Fig. 1: run 1, sequential cells grouped by signal name
Scale bar: 50 um.
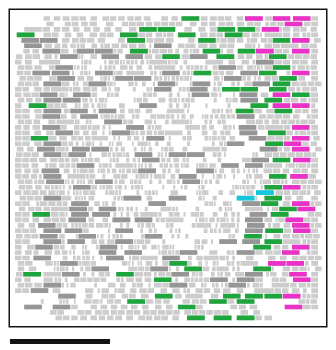
Fig. 2: run 1, metal layers overlaid
Two of the layers only.
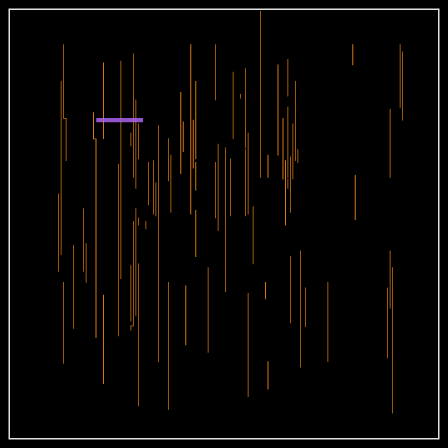
Fig. 3: run 1, metal 4
Scale bar: 50 um.
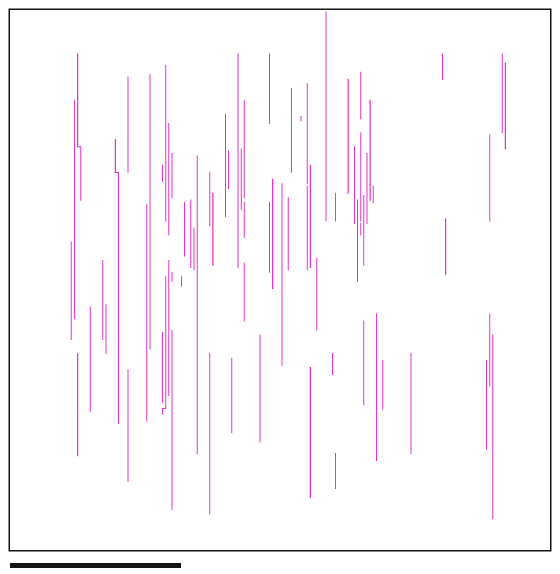
$ cat src/rtl/ifu_fetch_if.sv
// Instruction-memory fetch channel: single-outstanding request/acknowledge.
// Latency: combinational wires only; no storage in the interface.
// Backpressure: requester holds imem_req/imem_addr stable until imem_ack.
//
// Ports (signals):
//   imem_req    requester -> memory  fetch request
//   imem_addr   requester -> memory  64-bit fetch address
//   imem_ack    memory -> requester  response strobe, data valid same cycle
//   imem_rdata  memory -> requester  32-bit instruction
interface ifu_fetch_if;
    logic        imem_req;
    logic [63:0] imem_addr;
    logic        imem_ack;
    logic [31:0] imem_rdata;

    modport master (
        output imem_req,
        output imem_addr,
        input  imem_ack,
        input  imem_rdata
    );

    modport slave (
        input  imem_req,
        input  imem_addr,
        output imem_ack,
        output imem_rdata
    );
endinterface

$ cat src/rtl/ifu_fetch.sv
// Instruction-fetch front end: owns the fetch PC, fetches one instruction at a time, buffers it for IF/ID.
// Latency: N+1 cycles from first imem_req cycle to buffer valid (N = cycles to ack); 1 instr / 2 cycles peak.
// Backpressure: buffer holds while stall[1]=1; no new fetch while stall[0]=1 (an outstanding request still completes).
//
// Ports:
//   clk, rst                  clock, asynchronous active-high reset
//   stall[5:0]                ctrl stall vector; [0] blocks new fetch, [1]=0 means IF/ID takes pc_o/inst_o
//   flush, flush_pc           trap/exception redirect (priority over branch)
//   branch_valid, branch_target  taken-branch redirect
//   imem                      fetch channel (master side)
//   pc_o, inst_o              buffered pc/instruction (inst_o = 0 when empty)
//   branch_slot_end_o         first instruction fetched after a branch redirect
//   stallreq_o                buffer empty, ctrl must hold stage 1
module ifu_fetch #(
    parameter logic [63:0] RESET_PC = 64'h0000_0000_8000_0000
) (
    input  logic        clk,
    input  logic        rst,
    input  logic [5:0]  stall,
    input  logic        flush,
    input  logic [63:0] flush_pc,
    input  logic        branch_valid,
    input  logic [63:0] branch_target,
    ifu_fetch_if.master imem,
    output logic [63:0] pc_o,
    output logic [31:0] inst_o,
    output logic        branch_slot_end_o,
    output logic        stallreq_o
);

    typedef enum logic [1:0] {
        ST_IDLE  = 2'd0,
        ST_REQ   = 2'd1,
        ST_FULL  = 2'd2,
        ST_DRAIN = 2'd3
    } state_e;

    state_e      state_q, state_d;
    logic [63:0] fetch_pc_q, fetch_pc_d;
    logic [63:0] redir_pc_q, redir_pc_d;
    logic        buf_valid_q, buf_valid_d;
    logic [63:0] buf_pc_q, buf_pc_d;
    logic [31:0] buf_inst_q, buf_inst_d;
    logic        buf_bse_q, buf_bse_d;
    logic        bse_pend_q, bse_pend_d;

    logic        redirect;
    logic [63:0] redir_tgt;
    logic        req;
    logic        ack;
    logic        stall_unused;

    // Only the two low stall bits concern the fetch stage.
    assign stall_unused = ^stall[5:2];

    assign redirect  = flush | branch_valid;
    // Instruction addresses are word aligned; drop the low bits of any target.
    assign redir_tgt = flush ? {flush_pc[63:2], 2'b00} : {branch_target[63:2], 2'b00};

    assign req = (state_q == ST_REQ) || (state_q == ST_DRAIN);
    // An ack with no request outstanding is meaningless and ignored.
    assign ack = imem.imem_ack & req;

    // In DRAIN the old address stays on the bus until the stale response arrives;
    // the redirect target waits in redir_pc_q meanwhile.
    assign imem.imem_req  = req;
    assign imem.imem_addr = fetch_pc_q;

    always_comb begin
        state_d     = state_q;
        fetch_pc_d  = fetch_pc_q;
        redir_pc_d  = redir_pc_q;
        buf_valid_d = buf_valid_q;
        buf_pc_d    = buf_pc_q;
        buf_inst_d  = buf_inst_q;
        buf_bse_d   = buf_bse_q;
        bse_pend_d  = bse_pend_q;

        // Common redirect effects: drop the buffer, arm branch-slot marker for branches only.
        if (redirect) begin
            buf_valid_d = 1'b0;
            bse_pend_d  = ~flush;
        end

        unique case (state_q)
            ST_IDLE: begin
                if (redirect) begin
                    fetch_pc_d = redir_tgt;
                end else if (!stall[0]) begin
                    state_d = ST_REQ;
                end
            end

            ST_REQ: begin
                if (redirect) begin
                    if (ack) begin
                        // Response belongs to the old path: discard and refetch at once.
                        fetch_pc_d = redir_tgt;
                        state_d    = stall[0] ? ST_IDLE : ST_REQ;
                    end else begin
                        redir_pc_d = redir_tgt;
                        state_d    = ST_DRAIN;
                    end
                end else if (ack) begin
                    buf_valid_d = 1'b1;
                    buf_pc_d    = fetch_pc_q;
                    buf_inst_d  = imem.imem_rdata;
                    buf_bse_d   = bse_pend_q;
                    bse_pend_d  = 1'b0;
                    fetch_pc_d  = fetch_pc_q + 64'd4;
                    state_d     = ST_FULL;
                end
            end

            ST_FULL: begin
                // A redirect wins over consumption; IF/ID squashes the instruction itself.
                if (redirect) begin
                    fetch_pc_d = redir_tgt;
                    state_d    = ST_IDLE;
                end else if (!stall[1]) begin
                    buf_valid_d = 1'b0;
                    state_d     = stall[0] ? ST_IDLE : ST_REQ;
                end
            end

            ST_DRAIN: begin
                if (ack) begin
                    // Stale data is dropped; the newest redirect target is the next fetch.
                    fetch_pc_d = redirect ? redir_tgt : redir_pc_q;
                    state_d    = stall[0] ? ST_IDLE : ST_REQ;
                end else if (redirect) begin
                    redir_pc_d = redir_tgt;
                end
            end

            default: begin
                state_d = ST_IDLE;
            end
        endcase
    end

    always_ff @(posedge clk or posedge rst) begin
        if (rst) begin
            state_q     <= ST_IDLE;
            fetch_pc_q  <= RESET_PC;
            redir_pc_q  <= 64'd0;
            buf_valid_q <= 1'b0;
            buf_pc_q    <= 64'd0;
            buf_inst_q  <= 32'd0;
            buf_bse_q   <= 1'b0;
            bse_pend_q  <= 1'b0;
        end else begin
            state_q     <= state_d;
            fetch_pc_q  <= fetch_pc_d;
            redir_pc_q  <= redir_pc_d;
            buf_valid_q <= buf_valid_d;
            buf_pc_q    <= buf_pc_d;
            buf_inst_q  <= buf_inst_d;
            buf_bse_q   <= buf_bse_d;
            bse_pend_q  <= bse_pend_d;
        end
    end

    assign pc_o              = buf_pc_q;
    assign inst_o            = buf_valid_q ? buf_inst_q : 32'd0;
    assign branch_slot_end_o = buf_valid_q & buf_bse_q;
    assign stallreq_o        = ~buf_valid_q;

endmodule

$ cat src/flat_wrapper.sv
// flat-port wrapper written by rule: the top's interface ports become plain ports
module ifu_fetch_flat 
#(
    parameter logic [63:0] RESET_PC = 64'h0000_0000_8000_0000
)
  (clk, rst, stall, flush, flush_pc, branch_valid, branch_target, pc_o, inst_o, branch_slot_end_o, stallreq_o, imem_imem_req, imem_imem_addr, imem_imem_ack, imem_imem_rdata);
  ifu_fetch_if imem_i ();
  input  logic clk;
  input  logic rst;
  input  logic [5:0] stall;
  input  logic flush;
  input  logic [63:0] flush_pc;
  input  logic branch_valid;
  input  logic [63:0] branch_target;
  output logic [63:0] pc_o;
  output logic [31:0] inst_o;
  output logic branch_slot_end_o;
  output logic stallreq_o;
  output wire logic [$bits(imem_i.imem_req)-1:0] imem_imem_req;
  output wire logic [$bits(imem_i.imem_addr)-1:0] imem_imem_addr;
  input wire logic [$bits(imem_i.imem_ack)-1:0] imem_imem_ack;
  input wire logic [$bits(imem_i.imem_rdata)-1:0] imem_imem_rdata;
  assign imem_imem_req = imem_i.imem_req;
  assign imem_imem_addr = imem_i.imem_addr;
  assign imem_i.imem_ack = imem_imem_ack;
  assign imem_i.imem_rdata = imem_imem_rdata;
  ifu_fetch #(.RESET_PC(RESET_PC)) u_core (.clk(clk), .rst(rst), .stall(stall), .flush(flush), .flush_pc(flush_pc), .branch_valid(branch_valid), .branch_target(branch_target), .imem(imem_i), .pc_o(pc_o), .inst_o(inst_o), .branch_slot_end_o(branch_slot_end_o), .stallreq_o(stallreq_o));
endmodule
$ cat config.mk
export PLATFORM = sky130hd
export DESIGN_NAME = ifu_fetch_flat
export DESIGN_NICKNAME = d
export VERILOG_FILES = /design/src/rtl/ifu_fetch_if.sv /design/src/rtl/ifu_fetch.sv /design/src/flat_wrapper.sv
export SDC_FILE = /design/constraint.sdc
export NUM_CORES = 1
export LEC_CHECK = 0
export CORE_MARGIN = 2
export CORE_UTILIZATION = 54
export DETAILED_ROUTE_END_ITERATION = 10
export GPL_TIMING_DRIVEN = 0
export HOLD_SLACK_MARGIN = 0.12
export PLACE_DENSITY = 0.9
export SYNTH_ARGS = -nofsm -noshare
export SYNTH_HDL_FRONTEND = slang
export SYNTH_SLANG_ARGS = --single-unit
$ cat constraint.sdc
create_clock -name clk -period 13.1 [get_ports clk]
set_input_delay 1.31 -clock clk [delete_from_list [all_inputs] [get_ports clk]]
set_output_delay 1.31 -clock clk [all_outputs]
set_load 0.1 [all_outputs]
==> impl_metrics.json, run 1 <==
{
  "status": "complete, no violations",
  "ys_sh_simple_pct": 15.9,
  "drtIter0Drc": 1663,
  "h-tree-depth": 1,
  "adder_share_pct": 0.489,
  "hp-class": "flip-flop to flip-flop",
  "top_power_group": "combinational cells",
  "numCtsBuffers": 26,
  "worst_skew_pair.late_latency_ps": 560,
  "rsz0062_at_grt": "false",
  "syn_avg_cell_area_um2": 10.4,
  "holdWs_ps": 495,
  "cpPeakStageDelay_ps": 1130,
  "power_frac_seq_pct": 26.4,
  "mux_area_share_pct": 17.5,
  "path_class": "flip-flop to output pin",
  "p_clk_mw": 0.744,
  "gp_congestion": 0.996,
  "intPower_mw": 2.31,
  "ys_area_um2": 12800,
  "power.leakage_nw": 7.05,
  "holdPathStages": 1,
  "synth-seq-cells": 229,
  "ys_types": 80,
  "worst_setup_path_start_kind": "flip-flop",
  "ys_cells": 1228,
  "cp-endpoint": "imem_imem_req",
  "ant_nets": 0,
  "yosysSeqAreaShare_pct": 44.8,
  "rrSetupSlack_ps": 9770,
  "busiest_layer": "met2",
  "swShare_pct": 55.0,
  "synth-warning-count": 0,
  "ys_sh_xor_pct": 0.0684,
  "critical_path.cell_chain": "ha_1, clkbuf_1, buf_1, clkbuf_1, or2_2, clkdlybuf4s50_1",
  "crit_slowest_cell": "clkdlybuf4s50_1",
  "ys.flop_type": "dfrtp_1"
}
About Fig. 1:
- u_core.state_q: cyan (placed flops 2)
- u_core.pc_o: green (placed flops 64)
- u_core.buf_inst_q: magenta (placed flops 32; where a vertical strip on the right)
- not colored: 131
fin util: 74.2%
sequential cell area share: 33.0%
Reg area: 5730 um^2
Seq. pwr: 1.36 mW

About Fig. 2:
- M5: purple (wire length 15.6 um)
- M4: orange (wire length 2,130 um)

About Fig. 3:
- longest straight run: 87.0 um
- wire length on this layer: 2,130 um
Post-Route WL: 48.9 mm
total number of vias: 12,600

run 1: state kept, by name (all words and copies together) (netlist names):
signal / count
u_core.pc_o: 64
u_core.state_q: 2
u_core.buf_inst_q: 32
u_core.redir_pc_q: 64
u_core.imem.imem_addr: 64
u_core.bse_pend_q: 1
u_core.buf_valid_q: 1
u_core.buf_bse_q: 1
run 1: stage by stage:
| stage | instance area [um^2] | setup WS [ps] | cells |
|---|---|---|---|
| global route | 17400 | 7830 | 1921 |
| finish | 17400 | 7890 | 1922 |
| global placement | 16500 | 2680 | 1872 |
| detailed placement | 16500 | 8530 | 1873 |
| floorplan | 12800 | 5520 | 1228 |
| CTS | 17400 | 7990 | 1920 |
run 1: cell usage after synthesis, types with 7 or more instances:
| cell type | count | share of area [%] |
|---|---|---|
| nor3_1 | 14 | 0.55 |
| and4_1 | 7 | 0.48 |
| nand2_1 | 83 | 2.4 |
| or3_1 | 7 | 0.34 |
| a21oi_1 | 53 | 2.1 |
| nand4_1 | 41 | 2.0 |
| a31oi_1 | 9 | 0.44 |
| nand3_1 | 37 | 1.4 |
| a22o_1 | 39 | 2.7 |
| inv_1 | 20 | 0.59 |
| and3_1 | 12 | 0.59 |
| dfrtp_1 | 228 | 45 |
| clkbuf_1 | 38 | 1.1 |
| and2_1 | 43 | 2.1 |
| mux2_2 | 171 | 15 |
| or4_1 | 7 | 0.41 |
| mux2i_1 | 30 | 2.3 |
| buf_2 | 50 | 2.0 |
| a22oi_1 | 17 | 1.0 |
| o21ai_0 | 57 | 2.2 |
| a32oi_1 | 8 | 0.55 |
| a221oi_1 | 14 | 0.96 |
| o22ai_1 | 10 | 0.49 |
| o2bb2ai_1 | 17 | 1.2 |
| nor2_1 | 69 | 2.0 |
| nor4_1 | 12 | 0.59 |
| o211ai_1 | 10 | 0.59 |
run 1: final cells by class:
| type | instances | area [um^2] |
|---|---|---|
| Multi-Input combinational cell | 883 | 6550 |
| Fill cell | 1659 | 6040 |
| Sequential cell | 229 | 5730 |
| Timing Repair Buffer | 326 | 3280 |
| Clock buffer | 37 | 762 |
| Buffer | 96 | 445 |
| Tap cell | 319 | 399 |
| Clock inverter | 10 | 111 |
| Inverter | 20 | 82.6 |
| Antenna cell | 2 | 5.00 |
run 1: how the worst min path moves through the flow:
stage | from | end | slack [ps]
global placement | u_core.pc_o[1]$_DFFE_PP0P_ | u_core.pc_o[1]$_DFFE_PP0P_ | 470
CTS | u_core.buf_inst_q[24]$_DFFE_PP0P_ | u_core.buf_inst_q[24]$_DFFE_PP0P_ | 500
detailed placement | u_core.buf_inst_q[24]$_DFFE_PP0P_ | u_core.buf_inst_q[24]$_DFFE_PP0P_ | 490
floorplan | u_core.redir_pc_q[0]$_DFFE_PP0P_ | u_core.redir_pc_q[0]$_DFFE_PP0P_ | 460
finish | u_core.buf_inst_q[24]$_DFFE_PP0P_ | u_core.buf_inst_q[24]$_DFFE_PP0P_ | 500
global route | u_core.redir_pc_q[31]$_DFFE_PP0P_ | u_core.redir_pc_q[31]$_DFFE_PP0P_ | 510
run 1: worst max-delay path: cells and delay by family, from the launching register on:
kind	cells	cell delay (ps)
buffers and inverters	4	2570
adders and majority gates	1	180
DFF	1	390
and+or+nand+nor	1	200
## Run 2: what changed since run 1
CORE_UTILIZATION = 50   (was 54)
PLACE_DENSITY = 0.85   (was 0.9)
clock period = 5.3 ns   (was 13.1 ns; I/O delays follow)
Fig. 4: run 2, gate families picked out
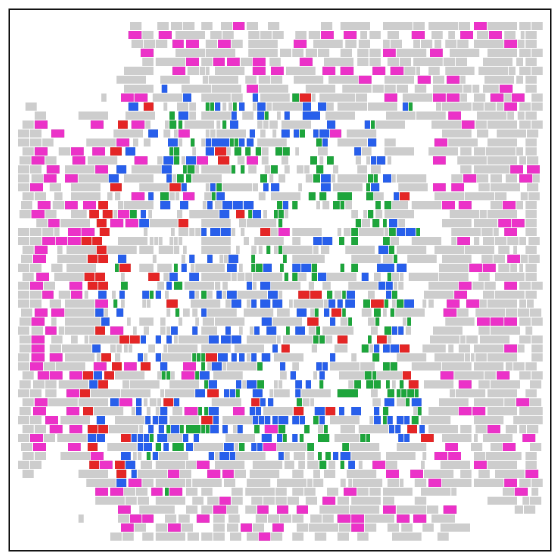
- mux cells: magenta (cells 202; most used mux2_2; where widely spread)
- non-inverting ao/oa cells: red (cells 67; most used a22o_1)
- aoi and oai cells: blue (cells 240; most used o21ai_0)
- nand cells: green (cells 174; most used nand2_1)
combinational fraction of the cell area: 37.3%
Cell Count, Final, Fillers Out: 1,936
most common logic cell in the routed design: clkdlybuf4s50_1

Fig. 5: run 2, metal layers overlaid
Two of the layers only.
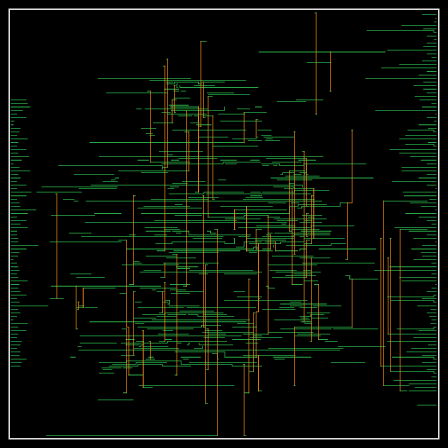
- M4: orange (wire length 1,880 um)
- M3: green (wire length 5,700 um)
WL/cell: 24.3 um
total number of vias: 12,400
GRT Total Usage: 34.8%
Post-Route WL: 47.0 mm

Fig. 6: run 2, sequential cells grouped by signal name
Scale bar: 50 um.
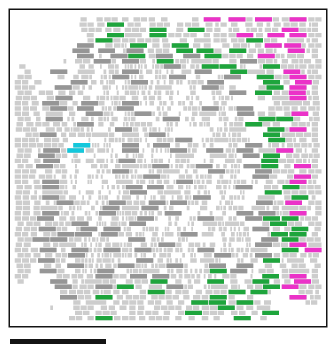
- u_core.pc_o: green (placed flops 64)
- u_core.state_q: cyan (placed flops 2)
- u_core.buf_inst_q: magenta (placed flops 32; where a vertical strip on the right)
sequential cell area share: 32.7%
Seq. pwr: 3.33 mW
fin util: 69.6%

==> run 2 against run 1 <==
Effect of this change: register-to-register slack worse by 7500 ps; non-clock buffer count up 5; worst setup slack worse by 6900 ps; flip-flop count unchanged; core utilization down 4.6 points; synthesized cell count unchanged; cell area up 0.97%.
==> impl_metrics.json, run 2 <==
{
  "critical_path.cell_chain": "ha_1, clkbuf_1, buf_1, clkbuf_1, or2_2, clkdlybuf4s50_1",
  "synth-seq-cells": 229,
  "io_pins": 334,
  "ys_cells": 1228,
  "worst_setup_path_start_kind": "flip-flop",
  "crit_slowest_cell": "clkdlybuf4s50_1",
  "ys_sh_simple_pct": 15.9,
  "dr.pass1.iters": 6,
  "path_clk_slew_ps": 60,
  "setup_violations": 0,
  "h-tree-depth": 1,
  "gp_congestion": 1.00,
  "postLayoutSetupSlackWorst_ps": 976,
  "syn_inst": 1228,
  "num_rows": 58,
  "place_ws_ps": 1640,
  "yosysSeqAreaShare_pct": 44.8,
  "ys.flop_type": "dfrtp_1",
  "syn_avg_cell_area_um2": 10.4,
  "period_used_pct": 81.6,
  "numCtsBuffers": 26,
  "layout_top_cells": "clkdlybuf4s50_1, dfrtp_1, mux2_2, nand2_1, nor2_1",
  "crit_path_start": "u_core.state_q[1]$_DFFE_PP0P_",
  "synth-warning-count": 0,
  "tightest_slew_ps": 1090,
  "timing.rr.start": "u_core.state_q[1]$_DFFE_PP0P_",
  "ys_area_um2": 12800,
  "drv_cap": 0,
  "warning_count": 37,
  "rrSetupSlack_ps": 2260,
  "fp_util_pct": 50.8,
  "yosysTopAreaCell": "dfrtp_1",
  "grt_pass1_wl_mm": 71.1,
  "clk_path_buf_depth": 3,
  "die_w_um": 164,
  "finalHoldViolCount": 0,
  "path_class": "flip-flop to output pin",
  "grt_pass1_vias": 11900,
  "common_cells": "dfrtp_1, mux2_2, nand2_1",
  "ant_nets": 0,
  "slew_violations": 0,
  "yosysTopAreaCellShare_pct": 44.6,
  "post_synth_ao_oa_area_fraction_pct": 17.2,
  "hp-class": "input port to asynchronous set/reset pin",
  "ys_sh_xor_pct": 0.0684,
  "adder_share_pct": 0.489,
  "areaGrowthSynthToFinish_pct": 37.0,
  "io_buffer_count": 325,
  "rsz0062_at_grt": "false",
  "antenna_found_initial": 1,
  "cts_sinks": 229,
  "ys_types": 80,
  "root_buffer": "clkbuf_16",
  "top_cells_by_area": "dfrtp_1, mux2_2, a22o_1",
  "mux_area_share_pct": 17.5,
  "syn_area_um2": 12800,
  "synth.most_common_cell": "dfrtp_1",
  "grt_max_degree": 43,
  "cpPeakStageDelay_ps": 1130,
  "drtIter0Drc": 1501,
  "fmax_mhz": 231,
  "fill_cells": 1912,
  "status": "complete, no violations",
  "netlist_logic_family_top": "multiplexers",
  "edf_count": 0,
  "worst_skew_pair.late_latency_ps": 540,
  "fp_nets": 1404,
  "cp-end-kind": "output pin",
  "power.leakage_nw": 7.12,
  "die_height_um": 164,
  "die-area_um2": 26900
}
run 2: worst max-delay path, delay by kind of cell (launching register included):
| family | cells | cell delay [ps] |
|---|---|---|
| fa+ha+maj | 1 | 160 |
| simple gates | 1 | 240 |
| buf+inv | 4 | 2460 |
| flops | 1 | 390 |
run 2: kinds of logic (layout without fill, tap and decap cells):
logic type,count (synthesis),in the layout
and+or+nand+nor,368,368
AOI/OAI and AO/OA,307,307
DFF,229,229
muxes,202,202
buffers and inverters,116,493
adders and majority gates,5,5
xor gates and xnor gates,1,1
other,0,1
run 2: stage by stage:
| stage | area [um^2] | total power [mW] | cells | hold slack [ps] |
|---|---|---|---|---|
| 2_1_floorplan | 12800 | 8.49 | 1228 | 464 |
| 3_3_place_gp | 16500 | 10.5 | 1883 | 470 |
| 3_5_place_dp | 16600 | 10.6 | 1889 | 484 |
| 4_1_cts | 17500 | 12.6 | 1935 | 502 |
| 5_1_grt | 17500 | 13.2 | 1935 | 513 |
| 6_report | 17500 | 12.7 | 1936 | 494 |
run 2: cell type report:
| cell class | instances | area [um^2] | share of cell area, % |
|---|---|---|---|
| antenna | 1 | 2.50 | 0.0143 |
| buffer | 96 | 445 | 2.54 |
| clock buffer | 37 | 763 | 4.35 |
| clock inverter | 9 | 170 | 0.971 |
| inverter | 20 | 78.8 | 0.450 |
| multi-input combinational | 883 | 6550 | 37.3 |
| sequential | 229 | 5730 | 32.7 |
| tap | 330 | 413 | 2.36 |
| timing repair buffer | 331 | 3380 | 19.3 |
run 2: metal layers:
| metal | vias up | track usage [%] | part of all wire (%) |
|---|---|---|---|
| met5 | - | 0 | 0 |
| met4 | 0 | 13.0 | 4.0 |
| met3 | 148 | 8.96 | 12 |
| met2 | 892 | 55.3 | 46 |
| met1 | 6051 | 46.1 | 38 |
| li1 | 5353 | - | - |
run 2: worst paths after layout:
path                                                    endpoint  cells past startpoint
max                                                imem_imem_req                      6
min                            u_core.buf_inst_q[21]$_DFFE_PP0P_                      2
max reg2reg                u_core.imem.imem_addr[48]$_DFFE_PP0P_                      8
min reg2reg                     u_core.buf_inst_q[3]$_DFFE_PP0P_                      1
max in group asynchronous  u_core.imem.imem_addr[59]$_DFFE_PP0P_                      4
min in group clk                u_core.buf_inst_q[3]$_DFFE_PP0P_                      1
run 2: power breakdown:
| group | internal, mW | switching, mW |
|---|---|---|
| Combinational | 2.07 | 5.37 |
| Sequential | 2.56 | 0.768 |
| Clock | 1.24 | 0.717 |
Power is estimated from default activity; no workload was simulated.
